**config.mk**
```make
export PLATFORM = sky130hd
export DESIGN_NAME = uart_tx_cfg_flat
export DESIGN_NICKNAME = d
export VERILOG_FILES = /design/src/rtl/uart_tx_cfg_if.sv /design/src/rtl/uart_tx_cfg.sv /design/src/flat_wrapper.sv
export SDC_FILE = /design/constraint.sdc
export NUM_CORES = 1
export LEC_CHECK = 0
export CAP_MARGIN = 20
export CORE_MARGIN = 3
export CORE_UTILIZATION = 30
export DETAILED_ROUTE_END_ITERATION = 6
export GPL_ROUTABILITY_DRIVEN = 0
export PLACE_DENSITY = 0.44
export SYNTH_ARGS = -nofsm -noshare
export SYNTH_HDL_FRONTEND = slang
export SYNTH_SLANG_ARGS = --single-unit
```
**constraint.sdc**
```tcl
create_clock -name i_clk -period 3.12 [get_ports i_clk]
set_clock_uncertainty 0.05 [all_clocks]
set_input_delay 0.624 -clock i_clk [delete_from_list [all_inputs] [get_ports i_clk]]
set_output_delay 0.624 -clock i_clk [all_outputs]
set_load 0.02 [all_outputs]
```
**src/rtl/uart_tx_cfg_if.sv**
```systemverilog
// Purpose: handshake/data bundle between a word source and the UART transmitter.
//   start : request to send di (level-sampled by the transmitter while idle)
//   di    : word to send, DATA_BITS wide
//   out   : serial line, idles high
//   busy  : transmitter has accepted a word and the frame is in flight
//   done  : one-cycle pulse when a frame completes
// master = word source, slave = transmitter.
interface uart_tx_cfg_if #(
    parameter int DATA_BITS = 8
);
    logic                 start;
    logic [DATA_BITS-1:0] di;
    logic                 out;
    logic                 busy;
    logic                 done;

    modport master (
        output start,
        output di,
        input  out,
        input  busy,
        input  done
    );

    modport slave (
        input  start,
        input  di,
        output out,
        output busy,
        output done
    );
endinterface

```
**src/rtl/uart_tx_cfg.sv**
```systemverilog
// Purpose: parametrised UART transmitter. One word per accepted start becomes
//   an async frame: start bit, DATA_BITS data bits LSB first, optional parity,
//   STOP_BITS stop bits. All outputs are registered.
// Ports:
//   i_clk : system clock, rising edge
//   i_rst : asynchronous reset, active-high; aborts any frame, line goes high
//   bus   : uart_tx_cfg_if slave (start/di in, out/busy/done out)
//
// state    | meaning
// ---------+-----------------------------------------------------------
// S_IDLE   | line high, waiting for start
// S_START  | start bit (low) for one bit period
// S_DATA   | data bit r_idx on the line, LSB first
// S_PARITY | parity bit for one bit period (never entered when PARITY=0)
// S_STOP   | stop bit r_idx (high); last one returns to idle with done
module uart_tx_cfg #(
    parameter int CLKS_PER_BIT = 868,
    parameter int DATA_BITS    = 8,
    parameter int PARITY       = 0,
    parameter int STOP_BITS    = 1
) (
    input  logic          i_clk,
    input  logic          i_rst,
    uart_tx_cfg_if.slave  bus
);
    localparam int CNT_W = (CLKS_PER_BIT > 1) ? $clog2(CLKS_PER_BIT) : 1;
    localparam int IDX_W = $clog2(DATA_BITS);
    localparam logic [CNT_W-1:0] CNT_LAST  = CNT_W'(CLKS_PER_BIT - 1);
    localparam logic [IDX_W-1:0] IDX_LAST  = IDX_W'(DATA_BITS - 1);
    localparam logic [IDX_W-1:0] STOP_LAST = IDX_W'(STOP_BITS - 1);

    typedef enum logic [2:0] {
        S_IDLE,
        S_START,
        S_DATA,
        S_PARITY,
        S_STOP
    } state_t;

    state_t               r_state, w_state;
    logic [CNT_W-1:0]     r_cnt, w_cnt;
    logic [IDX_W-1:0]     r_idx, w_idx;
    logic [DATA_BITS-1:0] r_shift, w_shift;
    logic                 r_par, w_par;
    logic                 r_out, w_out;
    logic                 r_busy, w_busy;
    logic                 r_done, w_done;
    logic                 w_bit_end;

    always_ff @(posedge i_clk or posedge i_rst) begin
        if (i_rst) begin
            r_state <= S_IDLE;
            r_cnt   <= '0;
            r_idx   <= '0;
            r_shift <= '0;
            r_par   <= 1'b0;
            r_out   <= 1'b1;
            r_busy  <= 1'b0;
            r_done  <= 1'b0;
        end else begin
            r_state <= w_state;
            r_cnt   <= w_cnt;
            r_idx   <= w_idx;
            r_shift <= w_shift;
            r_par   <= w_par;
            r_out   <= w_out;
            r_busy  <= w_busy;
            r_done  <= w_done;
        end
    end

    // The line value for the next bit is decided at the boundary edge so that
    // the registered output changes exactly on bit boundaries.
    always_comb begin
        w_state   = r_state;
        w_cnt     = r_cnt;
        w_idx     = r_idx;
        w_shift   = r_shift;
        w_par     = r_par;
        w_out     = r_out;
        w_busy    = r_busy;
        w_done    = 1'b0;
        w_bit_end = (r_cnt == CNT_LAST);

        // Baud counter wraps at every bit boundary, so there is no drift.
        if (r_state != S_IDLE) begin
            w_cnt = w_bit_end ? '0 : r_cnt + 1'b1;
        end

        case (r_state)
            S_IDLE: begin
                w_out  = 1'b1;
                w_busy = 1'b0;
                w_cnt  = '0;
                w_idx  = '0;
                if (bus.start) begin
                    w_shift = bus.di;
                    w_par   = (PARITY == 2) ? ^bus.di : ~^bus.di;
                    w_state = S_START;
                    w_out   = 1'b0;
                    w_busy  = 1'b1;
                end
            end
            S_START: begin
                if (w_bit_end) begin
                    w_state = S_DATA;
                    w_out   = r_shift[0];
                end
            end
            S_DATA: begin
                if (w_bit_end) begin
                    if (r_idx == IDX_LAST) begin
                        w_idx = '0;
                        if (PARITY != 0) begin
                            w_state = S_PARITY;
                            w_out   = r_par;
                        end else begin
                            w_state = S_STOP;
                            w_out   = 1'b1;
                        end
                    end else begin
                        w_idx   = r_idx + 1'b1;
                        w_shift = {1'b0, r_shift[DATA_BITS-1:1]};
                        w_out   = r_shift[1];
                    end
                end
            end
            S_PARITY: begin
                if (w_bit_end) begin
                    w_state = S_STOP;
                    w_out   = 1'b1;
                end
            end
            S_STOP: begin
                if (w_bit_end) begin
                    // r_idx is reused here to count stop bits.
                    if (r_idx == STOP_LAST) begin
                        w_state = S_IDLE;
                        w_idx   = '0;
                        w_busy  = 1'b0;
                        w_done  = 1'b1;
                        w_out   = 1'b1;
                    end else begin
                        w_idx = r_idx + 1'b1;
                    end
                end
            end
            default: begin
                w_state = S_IDLE;
                w_out   = 1'b1;
                w_busy  = 1'b0;
            end
        endcase
    end

    assign bus.out  = r_out;
    assign bus.busy = r_busy;
    assign bus.done = r_done;
endmodule

```
**src/flat_wrapper.sv**
```systemverilog
// flat-port wrapper written by rule: the top's interface ports become plain ports
module uart_tx_cfg_flat 
#(
    parameter int CLKS_PER_BIT = 868,
    parameter int DATA_BITS    = 8,
    parameter int PARITY       = 0,
    parameter int STOP_BITS    = 1
)
  (i_clk, i_rst, bus_start, bus_di, bus_out, bus_busy, bus_done);
  uart_tx_cfg_if #(.DATA_BITS(DATA_BITS)) bus_i ();
  input  logic i_clk;
  input  logic i_rst;
  input wire logic [$bits(bus_i.start)-1:0] bus_start;
  input wire logic [$bits(bus_i.di)-1:0] bus_di;
  output wire logic [$bits(bus_i.out)-1:0] bus_out;
  output wire logic [$bits(bus_i.busy)-1:0] bus_busy;
  output wire logic [$bits(bus_i.done)-1:0] bus_done;
  assign bus_i.start = bus_start;
  assign bus_i.di = bus_di;
  assign bus_out = bus_i.out;
  assign bus_busy = bus_i.busy;
  assign bus_done = bus_i.done;
  uart_tx_cfg #(.CLKS_PER_BIT(CLKS_PER_BIT), .DATA_BITS(DATA_BITS), .PARITY(PARITY), .STOP_BITS(STOP_BITS)) u_core (.i_clk(i_clk), .i_rst(i_rst), .bus(bus_i));
endmodule
```
Run 1, sequential cells grouped by signal name:
The bar under the picture is 20 um long. Other sequential cells in the stronger grey, the rest of the logic in the fainter grey.
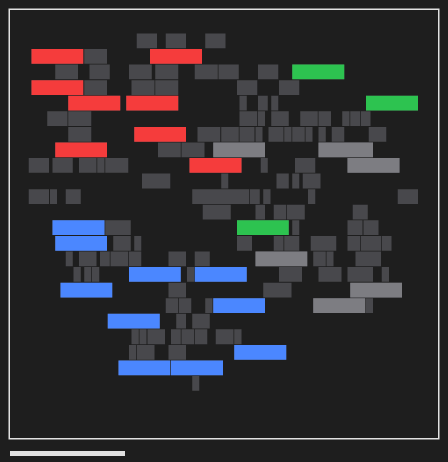
- u_core.r_shift: red (sequential cells 8)
- u_core.r_cnt: blue (sequential cells 10)
- u_core.r_state: green (sequential cells 3)
- not coloured: 6
sequential power: 0.357 mW
final core occ: 37.3%
sequential cell area share: 40.8%
Reg area: 677 um2

Run 1, placed cells, one colour a class:
The bar under the picture is 20 um long.
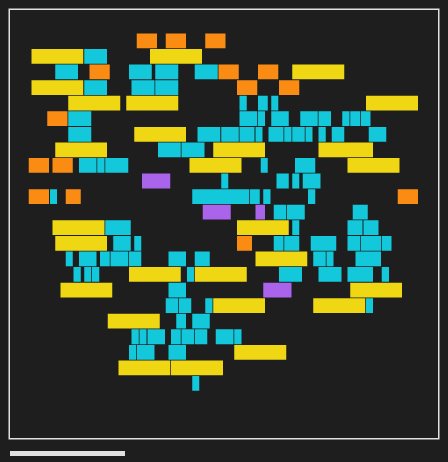
- remaining logic cells: cyan (cells 100; share of their area 45%)
- remaining buffers and delay cells: orange (cells 15; share of their area 9.1%)
- registers: yellow (cells 27; share of their area 42%)
- clock drivers and dummy loads: purple (cells 4; share of their area 2.9%)
CORE AREA: 4440 um2
post-route cell area: 1660 um2
row count: 24

Run 1, gate-type map:
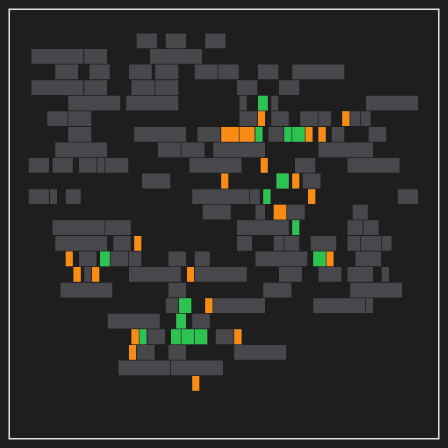
- nor cells: orange (cells 22)
- nand cells: green (cells 15)
most frequent logic cell in the layout: dfrtp_1
non-filler cells in the finished layout: 198

Run 1, metal layers overlaid:
The bar under the picture is 20 um long. Two of the layers only.
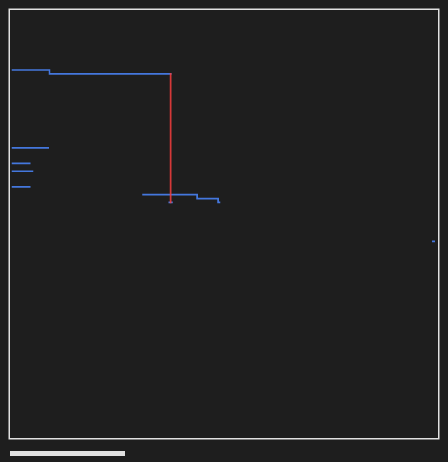
- M3: blue (wire length 59.1 um)
- M4: red (wire length 22.4 um)
routed len/inst: 13.8 um
Via Count: 962

==> ci_impl_report.md, run 1 <==
### Flow metrics

| Metric | Value |
|---|---|
| Initial DRC Count | 65 |
| Fmax | 391 MHz |
| Total global-route track usage | 11.6% |
| Met2 wire len | 1230 um |
| TNS Setup | 0 ns |
| Comb power frac | 5.1% |
| Reg power frac | 60.6% |
| Final setup margin | 0.564 ns |
| Ports | 14 |
| Cell family with most CP delay | simple AND/OR/NAND/NOR gates |
| Met1 usage | 16.7% |
| DRC | 0 |
| Cells after Synth | 131 |
| Cell area leaders | dfrtp_1 46%, mux2_2 13%, nor2_1 5.0% |
| CTS Buf Count | 3 |
| Top cell type by total area after synthesis | dfrtp_1 |
| Sw power | 0.125 mW |
| Clk pwr | 0.201 mW |
| Hold path cells | 1 |
| Syn Nets | 146 |
| Final Max Slew Viols | 0 |
| Slowest cell on crit path | o41ai_4 |
| Crit. Startpoint | u_core.r_cnt[0]$_DFF_PP0_ |
| Pwr top | sequential cells |
| CTS tree | built |
| Worst skew pair latency | 0.27 ns |
| Seq cells | 27 |
| Top non-seq family | simple AND/OR/NAND/NOR gates |
| Top cell category | logic gates |
| Synth cell count leaders | 26 x dfrtp_1, 19 x nor2_1, 16 x mux2_2, 7 x inv_1, 6 x xor2_1 |
| H-Tree Depth | 1 |
| WP data required | 3.24 ns |
| Root Buffer | clkbuf_8 |
| Critical path cell sequence | ha_1 > or3b_1 > or4_1 > o41ai_4 > mux2_2 |
| Hold buffers post-CTS | 0 |
| Slew @ Worst Pin | 0.724 ns |
| XOR Share, Synth | 4.94% |
| Crit. End Element | register |
| Post-synth EDFFs | 0 |
| Fin Hold WS | 0.442 ns |
| Slew HR | 51.4% |
| Area Growth Syn to Fin | 16.9% |
| Final HPWL DP | 1950 um |
| Die area | 5590 um2 |
| # resized after CTS | 0 |
| Port buffer count | 13 |
| Top cell type by instance count after synthesis | dfrtp_1 |
| Largest net degree at the start of global routing | 28 |
| Met3 Wirelength | 59 um |
| Simple-gate share of the synthesized area | 16.7% |
| FF-to-FF Start | u_core.r_cnt[0]$_DFF_PP0_ |
| Met3 usage | 2.80% |
| Cell Type Count | 40 |
| N_taps | 52 |
| Placed cell count | 194 |
| Starting density of the core | 31.9% |
| Mux frac, synth | 13.4% |
| Cycle use final | 81.9% |
| Post-layout power | 0.588 mW |
| Signal buffers | 15 |
| Yosys stat cell total | 131 |
| Largest regs | u_core.r_cnt (10), u_core.r_shift (8) |
| Initial antenna violation count | 0 |
| Area figure in the yosys stat output | 1420 um2 |
| Worst path bufs/invs | 0 |
| Worst Path Arrival | 2.67 ns |
| Post-DRT Antenna Nets | 0 |
| Worst Hold End | u_core.r_cnt[0]$_DFF_PP0_ |
| Logic power comb | 0.0301 mW |
| Status | finished clean |
| Adder share | 3.53% |
| Setup Crit Path Kind | reg2reg |
| Syn_area_per_cell | 10.8 um2 |
| CTS Sinks | 27 |
| Post-synth seq share | 47.7% |
| Inverters | 7 |
| GRT overflow | 0 |
| Die Y | 74.7 um |
| #FFs+latches synth | 27 |
| Post-synth top flop | dfrtp_1 |
| Number of setup violations in the final report | 0 |
| Vias in the first global route | 988 |
| Pleak | 0.712 nW |
| Ys async rst share | 100% |
| Hold Crit Class | reg2reg |
| Aoi/oai-family share of the synthesized area | 10.7% |
| Clk slew on worst S/H paths | 0.09 ns |
| Layout clock area frac | 2.79% |
| Unrepaired setup endpoints after global routing | false |
| Worst Hold Launch | u_core.r_cnt[0]$_DFF_PP0_ |
| R2r endpoint | u_core.r_shift[4]$_DFFE_PP0P_ |
| Clock buffers | 3 |
--- run 2 (diff from run 1) ---
==> constraint.sdc (replaced) <==
create_clock -name i_clk -period 2.5 [get_ports i_clk]
set_clock_uncertainty 0.05 [all_clocks]
set_input_delay 0.5 -clock i_clk [delete_from_list [all_inputs] [get_ports i_clk]]
set_output_delay 0.5 -clock i_clk [all_outputs]
set_load 0.02 [all_outputs]
Run 2, placed cells, one colour a class:
The bar under the picture is 20 um long.
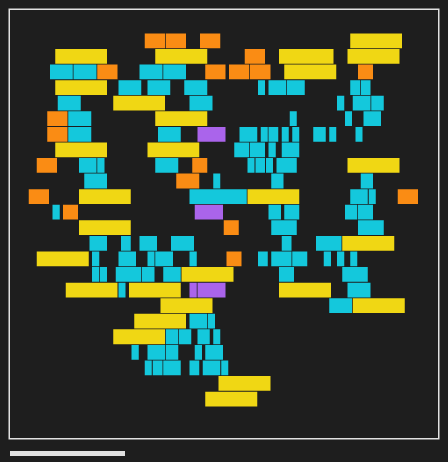
- registers: yellow (cells 27; share of their area 41%)
- clock drivers and dummy loads: purple (cells 4; share of their area 2.8%)
- remaining logic cells: cyan (cells 100; share of their area 45%)
- remaining buffers and delay cells: orange (cells 19; share of their area 11%)
sequential cell area share: 39.8%
post-route cell area: 1700 um2
final core occ: 38.3%

==> run 2 against run 1 <==
  * Total power up 24%
  * Area after synthesis unchanged
  * Global-route usage down 0.41 points
  * Critical endpoint is now u_core.bus.out$_DFFE_PP1P_
  * Largest power group unchanged
  * Highest routed layer unchanged
==> ci_impl_report.md, run 2 <==
### Flow metrics

| Metric | Value |
|---|---|
| Multi-In Gates | 93 |
| Worst Path Arrival | 2.47 ns |
| Max incr delay on CP | 0.44 ns |
| Most frequent logic cell in the layout | dfrtp_1 |
| Slew HR | 74.6% |
| Post-synth EDFFs | 0 |
| Setup Crit Path Kind | reg2reg |
| Buffer share of cell area | 10.5% |
| Starting density of the core | 31.9% |
| Unrepaired setup endpoints after global routing | false |
| Top cell type's share of synthesized area | 45.9% |
| Post-DRT Antenna Nets | 0 |
| Final Critical Period | 2.35 ns |
| CORE AREA | 4440 um2 |
| Mux frac, synth | 13.4% |
| Internal | 0.580 mW |
| Crit. Startpoint | u_core.r_cnt[0]$_DFF_PP0_ |
| Clk slew on worst S/H paths | 0.09 ns |
| Reg area | 677 um2 |
| #FFs+latches synth | 27 |
| Root Buffer | clkbuf_8 |
| Syn_area_per_cell | 10.8 um2 |
| Cell area leaders | dfrtp_1 46%, mux2_2 13%, nor2_1 5.0% |
| GRT overflow | 0 |
| Post-synth top flop | dfrtp_1 |
| Worst skew pair latency | 0.27 ns |
| Clock buffers | 4 |
| Seq cells | 27 |
| Total global-route track usage | 11.2% |
| Top non-seq family | simple AND/OR/NAND/NOR gates |
| First-pass GRT wire length | 4660 um |
| Sw power | 0.151 mW |
| Die area | 5590 um2 |
| Initial antenna violation count | 0 |
| WP data required | 2.62 ns |
| H-Tree Depth | 1 |
| Worst path bufs/invs | 1 |
| Fin Hold WS | 0.436 ns |
| Area Growth Syn to Fin | 19.9% |
| Final Max Slew Viols | 0 |
| Pleak | 0.736 nW |
| Sequential power | 0.445 mW |
| Hold Crit Class | reg2reg |
| Largest regs | u_core.r_cnt (10), u_core.r_shift (8) |
| Final setup margin | 0.154 ns |
| Logic power comb | 0.0376 mW |
| Layout clock area frac | 2.65% |
| Inverters | 7 |
| Yosys stat cell total | 131 |
| Final HPWL DP | 2020 um |
| Fmax | 426 MHz |
| Cycle use final | 93.8% |
| Post-layout power | 0.731 mW |
| Worst Hold Launch | u_core.r_cnt[0]$_DFF_PP0_ |
| Placed cell count | 198 |
| Slew @ Worst Pin | 0.382 ns |
| Met3 usage | 2.00% |
| Top cell type by instance count after synthesis | dfrtp_1 |
| Synth cell count leaders | 26 x dfrtp_1, 19 x nor2_1, 16 x mux2_2, 7 x inv_1, 6 x xor2_1 |
| Cell family with most CP delay | simple AND/OR/NAND/NOR gates |
| Hold buffers post-CTS | 0 |
| Via Count | 1,000 |
| Post-synth seq share | 47.7% |
| Hold path cells | 1 |
| CTS tree | built |
| Aoi/oai-family share of the synthesized area | 10.7% |
| Vias in the first global route | 991 |
| CTS Sinks | 27 |
| TNS Setup | 0 ns |
| Largest net degree at the start of global routing | 28 |
| Port buffer count | 13 |
| Final nets | 166 |
| Cell Type Count | 40 |
| Non-filler cells in the finished layout | 202 |
| R2r endpoint | u_core.bus.out$_DFFE_PP1P_ |
| Number of setup violations in the final report | 0 |
| XOR Share, Synth | 4.94% |
| DRC | 0 |
| FF-to-FF Start | u_core.r_cnt[0]$_DFF_PP0_ |
| Ys async rst share | 100% |
| Syn Nets | 146 |
| Adder share | 3.53% |
| Signal buffers | 19 |
| Met1 usage | 16.1% |
| Top cell category | logic gates |
| Comb power frac | 5.1% |
| # resized after CTS | 0 |
| Status | finished clean |
| Slowest cell on crit path | or4_4 |
| Cells after Synth | 131 |
| Final hold violation count | 0 |
| Routed len/inst | 13.4 um |
| Pwr top | sequential cells |
| Die Y | 74.7 um |
| Row count | 24 |
| Met3 Wirelength | 41 um |
| Clk pwr | 0.249 mW |
| CTS Buf Count | 3 |
| Reg power frac | 60.9% |
| Most instantiated logic cells after routing | 26 x dfrtp_1, 19 x nor2_1, 16 x mux2_2 |
| Worst Hold End | u_core.r_cnt[0]$_DFF_PP0_ |
| N_taps | 52 |
| Initial DRC Count | 51 |
| Ports | 14 |
| N_diodes | 0 |
| Top cell type by total area after synthesis | dfrtp_1 |
| Met2 wire len | 1340 um |
| Routed WL | 2710 um |
| Crit. End Element | register |
| Logic area | 708 um2 |
| Critical path cell sequence | ha_1 > or3b_1 > or4_4 > buf_4 > or2_2 > a221oi_1 |
| Tally of OpenROAD warnings | 27 |
| Simple-gate share of the synthesized area | 16.7% |
| Placed cell area | 1640 um2 |
| Area figure in the yosys stat output | 1420 um2 |
No activity file was given, so power comes from the tool's default toggle rates.
